Fig. 1: run 1, logic cells by family
(6 px per um)
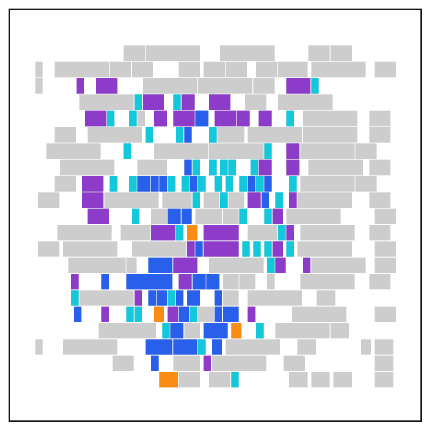
Fig. 2: run 1, ports around the boundary
(6 px per um) Pins as bars across the die edge, other pins in grey.
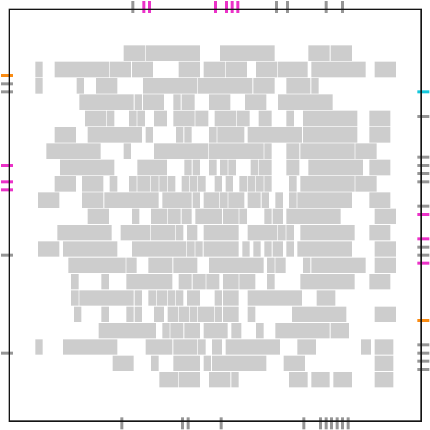
Fig. 3: run 1, clock distribution
(6 px per um)
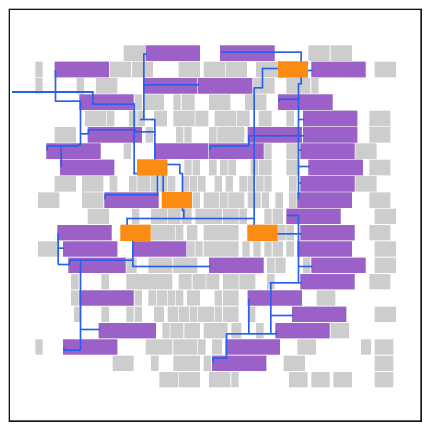
==> src/rtl/rfft_4pt_ctrl.sv <==
// Block sequencer for the 4-point real-FFT butterfly: read 4 words, two mux stages, write back 4 words.
// Optional feature macro: RFFT_CTRL_BITREV_EN (bit-reversed write-back addressing).

module rfft_4pt_ctrl_lane #(
  parameter int ADDR_BIT = 3,
  parameter int LANE     = 0
) (
  input  logic [ADDR_BIT-1:0] base,
  output logic [ADDR_BIT-1:0] rd_addr,
  output logic [ADDR_BIT-1:0] wr_addr
);
  assign rd_addr = base + ADDR_BIT'(LANE);

`ifdef RFFT_CTRL_BITREV_EN
  // Write to the mirrored address so results land in natural order.
  always_comb begin
    wr_addr = '0;
    for (int i = 0; i < ADDR_BIT; i++) wr_addr[i] = rd_addr[ADDR_BIT-1-i];
  end
`else
  assign wr_addr = rd_addr;
`endif
endmodule

module rfft_4pt_ctrl #(
  parameter int ADDR_BIT   = 3,
  parameter int MEM_HEIGHT = 8,
  parameter int TW_BIT     = 2
) (
  input  logic                  clk,
  input  logic                  rst_n,
  input  logic                  start,
  input  logic                  bypass,
  input  logic                  abort,
  output logic                  busy,
  output logic                  done,
  output logic                  rd_en,
  output logic [4*ADDR_BIT-1:0] addr_read,
  output logic                  wr_en,
  output logic [4*ADDR_BIT-1:0] addr_write,
  output logic                  m0,
  output logic                  m11,
  output logic [1:0]            m12,
  output logic [1:0]            m13,
  output logic                  m14,
  output logic                  m21,
  output logic                  m22,
  output logic                  m23,
  output logic                  m24,
  output logic                  bypass_en,
  output logic [TW_BIT-1:0]     tw_idx
);
  localparam int NUM_LANES = 4;

  localparam logic [2:0] IDLE = 3'd0;
  localparam logic [2:0] RD   = 3'd1;
  localparam logic [2:0] S1   = 3'd2;
  localparam logic [2:0] S2   = 3'd3;
  localparam logic [2:0] WR   = 3'd4;
  localparam logic [2:0] DONE = 3'd5;

  localparam logic [ADDR_BIT-1:0] LAST_BASE = ADDR_BIT'(MEM_HEIGHT - 4);
  localparam logic [ADDR_BIT-1:0] BLK_STEP  = ADDR_BIT'(NUM_LANES);

  typedef struct packed {
    logic       m0;
    logic       m11;
    logic [1:0] m12;
    logic [1:0] m13;
    logic       m14;
    logic       m21;
    logic       m22;
    logic       m23;
    logic       m24;
  } sel_t;

  logic [2:0]          state, state_nxt;
  logic [ADDR_BIT-1:0] base, base_nxt;
  logic                byp, byp_nxt;
  logic [ADDR_BIT-1:0] blk_idx;
  sel_t                sel_nxt, sel_q;
  logic [TW_BIT-1:0]   tw_nxt;

  logic [NUM_LANES-1:0][ADDR_BIT-1:0] rd_lane;
  logic [NUM_LANES-1:0][ADDR_BIT-1:0] wr_lane;

  // Abort wins over everything outside IDLE; in IDLE it only masks start.
  always_comb begin
    state_nxt = state;
    base_nxt  = base;
    byp_nxt   = byp;
    if (state != IDLE && abort) begin
      state_nxt = IDLE;
      base_nxt  = '0;
    end else begin
      case (state)
        IDLE: if (start && !abort) begin
          state_nxt = RD;
          base_nxt  = '0;
          byp_nxt   = bypass;
        end
        RD:   state_nxt = S1;
        S1:   state_nxt = S2;
        S2:   state_nxt = WR;
        WR: begin
          if (base == LAST_BASE) begin
            state_nxt = DONE;
            base_nxt  = '0;
          end else begin
            state_nxt = RD;
            base_nxt  = base + BLK_STEP;
          end
        end
        DONE:    state_nxt = IDLE;
        default: begin
          state_nxt = IDLE;
          base_nxt  = '0;
        end
      endcase
    end
  end

  genvar g;
  generate
    for (g = 0; g < NUM_LANES; g++) begin : g_lane
      rfft_4pt_ctrl_lane #(.ADDR_BIT(ADDR_BIT), .LANE(g)) u_lane (
        .base    (base_nxt),
        .rd_addr (rd_lane[g]),
        .wr_addr (wr_lane[g])
      );
    end
  endgenerate

  assign blk_idx = base_nxt >> 2;

  always_comb begin
    sel_nxt = '0;
    tw_nxt  = '0;
    if (!byp_nxt) begin
      if (state_nxt == S1) begin
        sel_nxt.m0  = 1'b1;
        sel_nxt.m11 = 1'b1;
        sel_nxt.m12 = 2'b01;
        sel_nxt.m13 = 2'b10;
        sel_nxt.m14 = 1'b1;
      end
      if (state_nxt == S2) begin
        sel_nxt.m21 = 1'b1;
        sel_nxt.m22 = 1'b1;
        sel_nxt.m23 = 1'b1;
        sel_nxt.m24 = 1'b1;
        tw_nxt      = TW_BIT'(blk_idx);
      end
    end
  end

  // Outputs are registered from the next-state decode so they line up with the state register.
  always_ff @(posedge clk or negedge rst_n) begin
    if (!rst_n) begin
      state      <= IDLE;
      base       <= '0;
      byp        <= 1'b0;
      busy       <= 1'b0;
      done       <= 1'b0;
      rd_en      <= 1'b0;
      addr_read  <= '0;
      wr_en      <= 1'b0;
      addr_write <= '0;
      sel_q      <= '0;
      bypass_en  <= 1'b0;
      tw_idx     <= '0;
    end else begin
      state      <= state_nxt;
      base       <= base_nxt;
      byp        <= byp_nxt;
      busy       <= (state_nxt != IDLE);
      done       <= (state_nxt == DONE);
      rd_en      <= (state_nxt == RD);
      addr_read  <= (state_nxt == RD) ? rd_lane : '0;
      wr_en      <= (state_nxt == WR);
      addr_write <= (state_nxt == WR) ? wr_lane : '0;
      sel_q      <= sel_nxt;
      bypass_en  <= byp_nxt && (state_nxt == S1 || state_nxt == S2 || state_nxt == WR);
      tw_idx     <= tw_nxt;
    end
  end

  assign m0  = sel_q.m0;
  assign m11 = sel_q.m11;
  assign m12 = sel_q.m12;
  assign m13 = sel_q.m13;
  assign m14 = sel_q.m14;
  assign m21 = sel_q.m21;
  assign m22 = sel_q.m22;
  assign m23 = sel_q.m23;
  assign m24 = sel_q.m24;
endmodule

==> config.mk <==
export PLATFORM = sky130hd
export DESIGN_NAME = rfft_4pt_ctrl
export DESIGN_NICKNAME = d
export VERILOG_FILES = /design/src/rtl/rfft_4pt_ctrl.sv
export SDC_FILE = /design/constraint.sdc
export NUM_CORES = 1
export LEC_CHECK = 0
export ABC_AREA = 1
export CORE_MARGIN = 4
export CORE_UTILIZATION = 51
export CTS_BUF_LIST = sky130_fd_sc_hd__clkbuf_8
export DETAILED_ROUTE_END_ITERATION = 7
export PLACE_DENSITY_LB_ADDON = 0.25
export SETUP_SLACK_MARGIN = 0.4
export SYNTH_ARGS = -nofsm -noshare
export SYNTH_HDL_FRONTEND = slang
export SYNTH_HIERARCHICAL = 1
export SYNTH_SLANG_ARGS = --single-unit
==> constraint.sdc <==
create_clock -name clk -period 2.34 [get_ports clk]
set_input_delay 0.468 -clock clk [delete_from_list [all_inputs] [get_ports clk]]
set_output_delay 0.468 -clock clk [all_outputs]
set_load 0.05 [all_outputs]
==> impl_metrics.json, run 1 <==
{
  "grt_pass1_vias": 1139,
  "place.gp.congestion": 0.9384,
  "synth.distinct_cells": 23,
  "root_buffer": "clkbuf_8",
  "crit_required_ns": 1.87,
  "ys_sh_simple_pct": 22.93,
  "seq_area_frac_synth_pct": 52.45,
  "initCoreUtil_pct": 54.05,
  "netlist_instances": 193,
  "met3_wirelength_um": 183,
  "crit_type": "reg2out",
  "io-pin-count": 47,
  "area_growth_pct": 24.21,
  "fin_ws_ns": 0.4458,
  "hold_viol": 0,
  "die_h_um": 68.40,
  "ff_type": "dfrtp_1",
  "overflow": 0,
  "via_per_inst": 4.438,
  "worstReg2RegEnd": "addr_read[11]$_DFF_PN0_",
  "fmax_mhz": 527.9,
  "worst_skew_pair.late_latency_ns": 0.28,
  "async_flop_share_pct": 100.0,
  "lay_top_cells": "inv_1 (43), dfrtp_1 (37), clkdlybuf4s50_1 (32), nand2_1 (16), nor2_1 (10)",
  "edf_count": 0,
  "first_pass_iters": 4,
  "rows": 21,
  "num_vias": 1207,
  "antenna_found_initial": 0,
  "p_clk_share_pct": 18.5,
  "ys_warn_count": 6,
  "cts_buffer_depth": 2,
  "finalWirelength_um": 3266,
  "synth_area_leader_cell": "dfrtp_1",
  "synth-xor-area-share_pct": 0,
  "power.density_nw_per_um2": 947.5,
  "hpwl_um": 2223,
  "ant_nets": 0,
  "syn_area_um2": 1861,
  "cpPeakStageDelay_ns": 0.80,
  "final_common_cell": "inv_1",
  "path_clk_slew_ns": 0.07,
  "status": "complete, no violations",
  "synth.logic.top_family": "simple AND/OR/NAND/NOR gates",
  "path_max_fanout": 1,
  "layout_min_cycle_time_ns": 1.894,
  "cp-start-kind": "register",
  "rr_worst_depth": 12,
  "grt_pass1_wl_um": 5140,
  "drv_cap": 0,
  "ir_worst_vdd_mv": 0.4644,
  "yosys_area_um2": 1861,
  "synthAoiAreaFrac_pct": 1.278,
  "hold_ws_ns": 0.2822,
  "drv_slew": 0,
  "crit_path_end_kind": "output pin",
  "cpMaxStageDelayCell": "clkdlybuf4s50_1",
  "p_seq_share_pct": 37.4,
  "htreeDepth": 2,
  "syn_area_per_cell_um2": 9.640,
  "dp_slack_ns": 0.1071,
  "cts_made_buffers": 5,
  "fillers": 277,
  "ys.flops": 39,
  "wl_met1_um": 1430,
  "post-route-util_pct": 67.14,
  "tritoncts": "built",
  "ys_cells": 193,
  "fin_nets": 232,
  "drt_iter0_drc": 70,
  "crit_family": "buffers and inverters",
  "p_sw_uw": 959.9,
  "warning_count": 26,
  "drive_gt1_share_pct": 25.66,
  "grt_max_degree": 40,
  "comb_power_share_pct": 44.1,
  "internal_power_uw": 1230,
  "synthDominantCellAreaShare_pct": 52.45,
  "slew_headroom_pct": 45.18,
  "cp_cell_sequence": "clkdlybuf4s50_1",
  "top_cells_by_area": "dfrtp_1 (52%), buf_4 (11%), inv_1 (8.7%), nor3_2 (4.8%), nand2_1 (3.6%)",
  "skew_ns": 0.005467
}
Back to the opening pictures, Fig. 1:
blue -> NAND gates  # cells 33
purple -> NOR gates  # cells 37
cyan -> inverters  # cells 48
orange -> inverting AOI/OAI gates  # cells 4, where south

Back to the opening pictures, Fig. 2:
magenta -> addr_read  # pins 12, direction output, edge 6 north, 3 east, 3 west
orange -> tw_idx  # pins 2, direction output, edge 1 east, 1 west
cyan -> wr_en  # pins 1, direction output, edge east
all pins by edge = 17 east, 11 south, 11 north, 8 west

Back to the opening pictures, Fig. 3:
orange -> cells driving clock nets  # count 5
blue -> clock wires  # length 387 um
purple -> flip-flops  # count 39
routed clock nets = 6

run 1: state kept, by name, summed over array words and instances, names as in the netlist:
name	flops
addr_read	12
addr_write	12
base	3
state	3
busy	1
byp	1
bypass_en	1
done	1
m13	1
m21	1
rd_en	1
tw_idx	1
wr_en	1
run 1: worst register-to-register path, delay by kind of cell (launching register included):
kind | cells | cell delay (ns)
and+or+nand+nor | 8 | 0.92
DFF | 1 | 0.46
adders and majority gates | 1 | 0.21
buffers and inverters | 3 | 0.16
run 1: cell families (layout without fill, tap and decap cells):
| kind of cell | after synthesis | in the layout |
|---|---|---|
| AOI/OAI and AO/OA | 4 | 4 |
| adders and majority gates | 2 | 2 |
| buffers and inverters | 77 | 108 |
| DFF | 39 | 39 |
| other | 1 | 3 |
| and+or+nand+nor | 70 | 70 |
run 1: stage by stage:
step,power (uW),area [um2],instances
2_1_floorplan,1563,1878,195
3_3_place_gp,1727,2173,260
3_5_place_dp,1746,2173,260
4_1_cts,2132,2251,269
5_1_grt,2313,2311,272
6_report,2190,2311,272
run 1: layout make-up:
type                    instances  area [um2]  share of cell area, %
flip-flops and latches         39       978.4                  42.34
multi-input cells              79       529.3                  22.90
repair buffers                 52       484.2                  20.95
inverters                      48       180.2                  7.796
clock buffers                   5       68.82                  2.978
well taps                      46       57.56                  2.491
clock inverters                 3       12.51                 0.5414
run 1: Yosys cell counts (4+ instances only):
master	n
inv_1	43
nor3_2	9
dfrtp_1	39
nor2_1	12
nand2_2	4
inv_2	5
nor3_1	6
buf_4	27
nand3_1	4
nor2_2	8
nand2_1	18
run 1: per-layer routing:
metal | up-vias | GRT usage (%)
met1 | 556 | 19.77
li1 | 605 | -
met3 | 4 | 5.090
met2 | 42 | 23.36
met4 | 0 | 5.211
met5 | - | 0
run 1: how the worst max path moves through the flow:
stage / slack, ns / start / end / cells past startpoint
after CTS: 0.41 / abort / addr_read[11]$_DFF_PN0_ / 12
final: 0.45 / addr_write[3]$_DFF_PN0_ / addr_write[3] / 1
after global routing: 0.38 / state[1]$_DFF_PN0_ / addr_read[11]$_DFF_PN0_ / 12
after detailed placement: 0.11 / abort / addr_read[11]$_DFF_PN0_ / 12
after floorplan: 0.43 / state[1]$_DFF_PN0_ / addr_read[11]$_DFF_PN0_ / 12
after global placement: 0.18 / abort / addr_read[11]$_DFF_PN0_ / 12
run 1: power by group through the flow:
stage / Clock (uW) / Sequential, uW / Combinational (uW)
after global placement: 0 / 823 / 903
after detailed placement: 0 / 826 / 919
after floorplan: 0 / 1030 / 530
after CTS: 421 / 813 / 898
final: 406 / 818 / 966
after global routing: 457 / 828 / 1030
run 1: timing repair:
action	in CTS	in global routing
cloned	0	0
endpoints found under the setup margin	10	7
hold buffers	0	0
pin swaps	0	2
setup buffers	1	3
resized	9	13
--- run 2 (diff from run 1) ---
CORE_UTILIZATION = 46   (was 51)
clock period = 1.72 ns   (was 2.34 ns; I/O delays follow)
==> impl_metrics.json, run 2 <==
{
  "hold_viol": 0,
  "hpwl_um": 2531,
  "crit_required_ns": 1.90,
  "power.leakage_uw": 0.001417,
  "cts_buffer_depth": 2,
  "cpPeakStageDelay_ns": 0.40,
  "io_buffers": 43,
  "ys_warn_count": 6,
  "path_clk_slew_ns": 0.07,
  "drv_slew": 0,
  "fin_crit_sh_pct": 101.5,
  "ys.flops": 39,
  "htreeDepth": 2,
  "route.detailed.drc": 0,
  "ant_nets": 0,
  "path_max_fanout": 8,
  "layout_min_cycle_time_ns": 1.745,
  "synth_area_leader_cell": "dfrtp_1",
  "hp-class": "in2async",
  "syn_area_um2": 1861,
  "warning_count": 29,
  "antenna_cells": 0,
  "post-route-util_pct": 69.91,
  "die_h_um": 71.60,
  "synth.distinct_cells": 23,
  "fin_nets": 262,
  "grt_max_degree": 40,
  "rsz0062_at_grt": "yes",
  "rows": 22,
  "die_w_um": 71.60,
  "place.gp.congestion": 0.8333,
  "final_cells": 304,
  "netlist_instances": 193,
  "violations": "setup timing",
  "cts.sinks": 39,
  "io-pin-count": 47,
  "power_uw": 3604,
  "first_pass_iters": 4,
  "cp-start-kind": "register",
  "root_buffer": "clkbuf_8",
  "finalWirelength_um": 4207,
  "cp_cell_sequence": "buf_4 > inv_4 > nand2_4 > o21ai_0 > nand4_1 > inv_2 > inv_1 > nand2_2 > nand2_2 > inv_2 > nor3_2",
  "yosys-top-cells-count": "inv_1 (43), dfrtp_1 (39), buf_4 (27), nand2_1 (18), nor2_1 (12)",
  "status": "complete, but fails checks",
  "ff_type": "dfrtp_1",
  "drv_cap": 0,
  "initCoreUtil_pct": 49.34,
  "ir_worst_vdd_mv": 0.7804,
  "yosys_area_um2": 1861,
  "reg.largest.list": "addr_read (12), addr_write (12)",
  "overflow": 0,
  "crit_type": "reg2reg",
  "tns_ns": -0.03582,
  "power.density_nw_per_um2": 1367,
  "skew_ns": 0.002640,
  "die_area_um2": 5126,
  "grt_pass1_wl_um": 6368,
  "setup_viol": 2,
  "tritoncts": "built",
  "grt_usage_pct": 16.02,
  "cts_made_buffers": 5,
  "top_cells_by_area": "dfrtp_1 (52%), buf_4 (11%), inv_1 (8.7%), nor3_2 (4.8%), nand2_1 (3.6%)",
  "area_growth_pct": 41.69,
  "fmax_mhz": 573.0,
  "cp.arrival_ns": 1.93,
  "drt_iter0_drc": 36,
  "via_per_inst": 4.572,
  "antenna_found_initial": 0,
  "final_common_cell": "buf_4",
  "lay_top_cells": "buf_4 (60), dfrtp_1 (39), inv_2 (23), inv_1 (19), buf_6 (16)",
  "edf_count": 0,
  "most_common_cell": "inv_1",
  "placedCellCount": 276,
  "crit_path_end_kind": "register",
  "fillers": 277,
  "synthDominantCellAreaShare_pct": 52.45,
  "num_vias": 1390,
  "coreArea_um2": 3771,
  "grt_pass1_vias": 1404,
  "worst_skew_pair.late_latency_ns": 0.29,
  "cpMaxStageDelayCell": "dfrtp_1",
  "drive_gt1_share_pct": 62.89,
  "seq_area_frac_synth_pct": 52.45,
  "ys_cells": 193,
  "async_flop_share_pct": 100.0,
  "fin_ws_ns": -0.02518,
  "syn_area_per_cell_um2": 9.640,
  "detail_route.wl_per_cell_um": 13.84
}
-- run 2: worst max-delay path, delay by kind of cell, from the launching register on --
kind / cells / cell delay (ns)
and+or+nand+nor: 5 / 0.43
DFF: 1 / 0.40
buffers and inverters: 5 / 0.61
AOI/OAI and AO/OA: 1 / 0.19
-- run 2: repair_timing --
action	CTS	global route
resized	32	21
setup endpoints to repair	32	35
setup buffers	16	4
pin swaps	22	7
gates cloned	0	0
hold buffers	0	0
-- run 2: path summary, 6_finish.rpt --
path / start / endpoint / slack [ns] / depth (start not counted)
max: state[1]$_DFF_PN0_ / addr_read[5]$_DFF_PN0_ / -0.03 / 11
min: rst_n / state[0]$_DFF_PN0_ / 0.09 / 2
max reg2reg: state[1]$_DFF_PN0_ / addr_read[5]$_DFF_PN0_ / -0.03 / 11
min reg2reg: byp$_DFF_PN0_ / byp$_DFF_PN0_ / 0.58 / 2
max in group asynchronous: rst_n / tw_idx[0]$_DFF_PN0_ / 1.30 / 2
min in group clk: byp$_DFF_PN0_ / byp$_DFF_PN0_ / 0.58 / 2
-- run 2: through the flow --
stage               hold slack (ns)  setup WS, ns  area (um2)
global route                 0.1283      -0.09918        2636
CTS                          0.1044       0.07344        2554
global placement             0.4083       -0.3237        2231
floorplan                   0.04841       -0.1209        1932
finish                      0.09111      -0.02518        2636
detailed placement           0.4180       -0.4073        2231
-- run 2: metal layers --
layer / vias up / routed length [um] / GRT usage [%]
li1: 665 / - / -
met1: 678 / 1585 / 17.89
met2: 36 / 2314 / 29.29
met3: 11 / 210 / 4.628
met4: 0 / 95 / 4.802
met5: - / 0 / 0
-- run 2: cell type report --
type	count	area (um2)	area share, %
clock buffers	6	82.58	3.132
clock inverters	2	35.03	1.329
inverters	48	195.2	7.404
multi-input cells	79	584.3	22.16
flip-flops and latches	39	975.9	37.02
well taps	48	60.06	2.278
repair buffers	82	703.2	26.67
-- run 2: logic make-up (layout without fill, tap and decap cells) --
group                    count (synthesis)  count (layout)  share of synthesized area [%]
other                                    1               3                         0.2016
adder cells (fa/ha/maj)                  2               2                          1.345
AND-OR/OR-AND                            4               4                          1.278
buffers and inverters                   77             138                          21.79
flip-flops                              39              39                          52.45
AND/OR/NAND/NOR                         70              70                          22.93
-- run 2: where the power goes --
part | switching [uW] | internal, uW | total, uW
clock network | 310 | 469 | 779
logic | 1130 | 602 | 1730
registers | 62.1 | 1040 | 1100
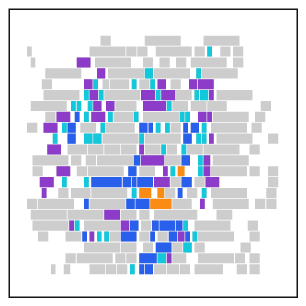
Fig. 4. Logic cells by family (run 2).
(4 px per um)
orange -> inverting AOI/OAI gates  # cells 4
cyan -> inverters  # cells 48
purple -> NOR gates  # cells 37
blue -> NAND gates  # cells 33

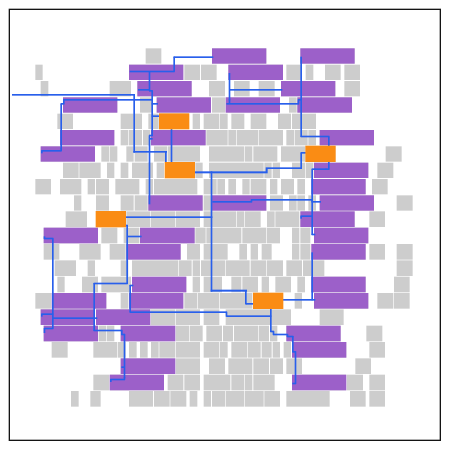
Fig. 5. Clock distribution (run 2).
(6 px per um)
blue -> clock wires  # length 417 um
purple -> flip-flops  # count 39
orange -> cells driving clock nets  # count 5
routed clock nets = 6

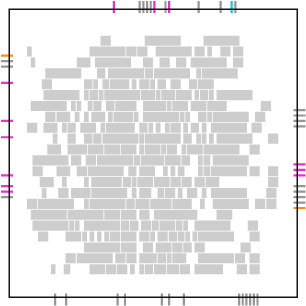
Fig. 6. Ports around the boundary (run 2).
(4 px per um) Pins as bars across the die edge, other pins in grey.
orange -> tw_idx  # pins 2, direction output, edge 1 east, 1 west
cyan -> wr_en  # pins 1, direction output, edge north
magenta -> addr_read  # pins 12, direction output, edge 6 west, 3 east, 3 north

Power and IR drop assume default switching activity.
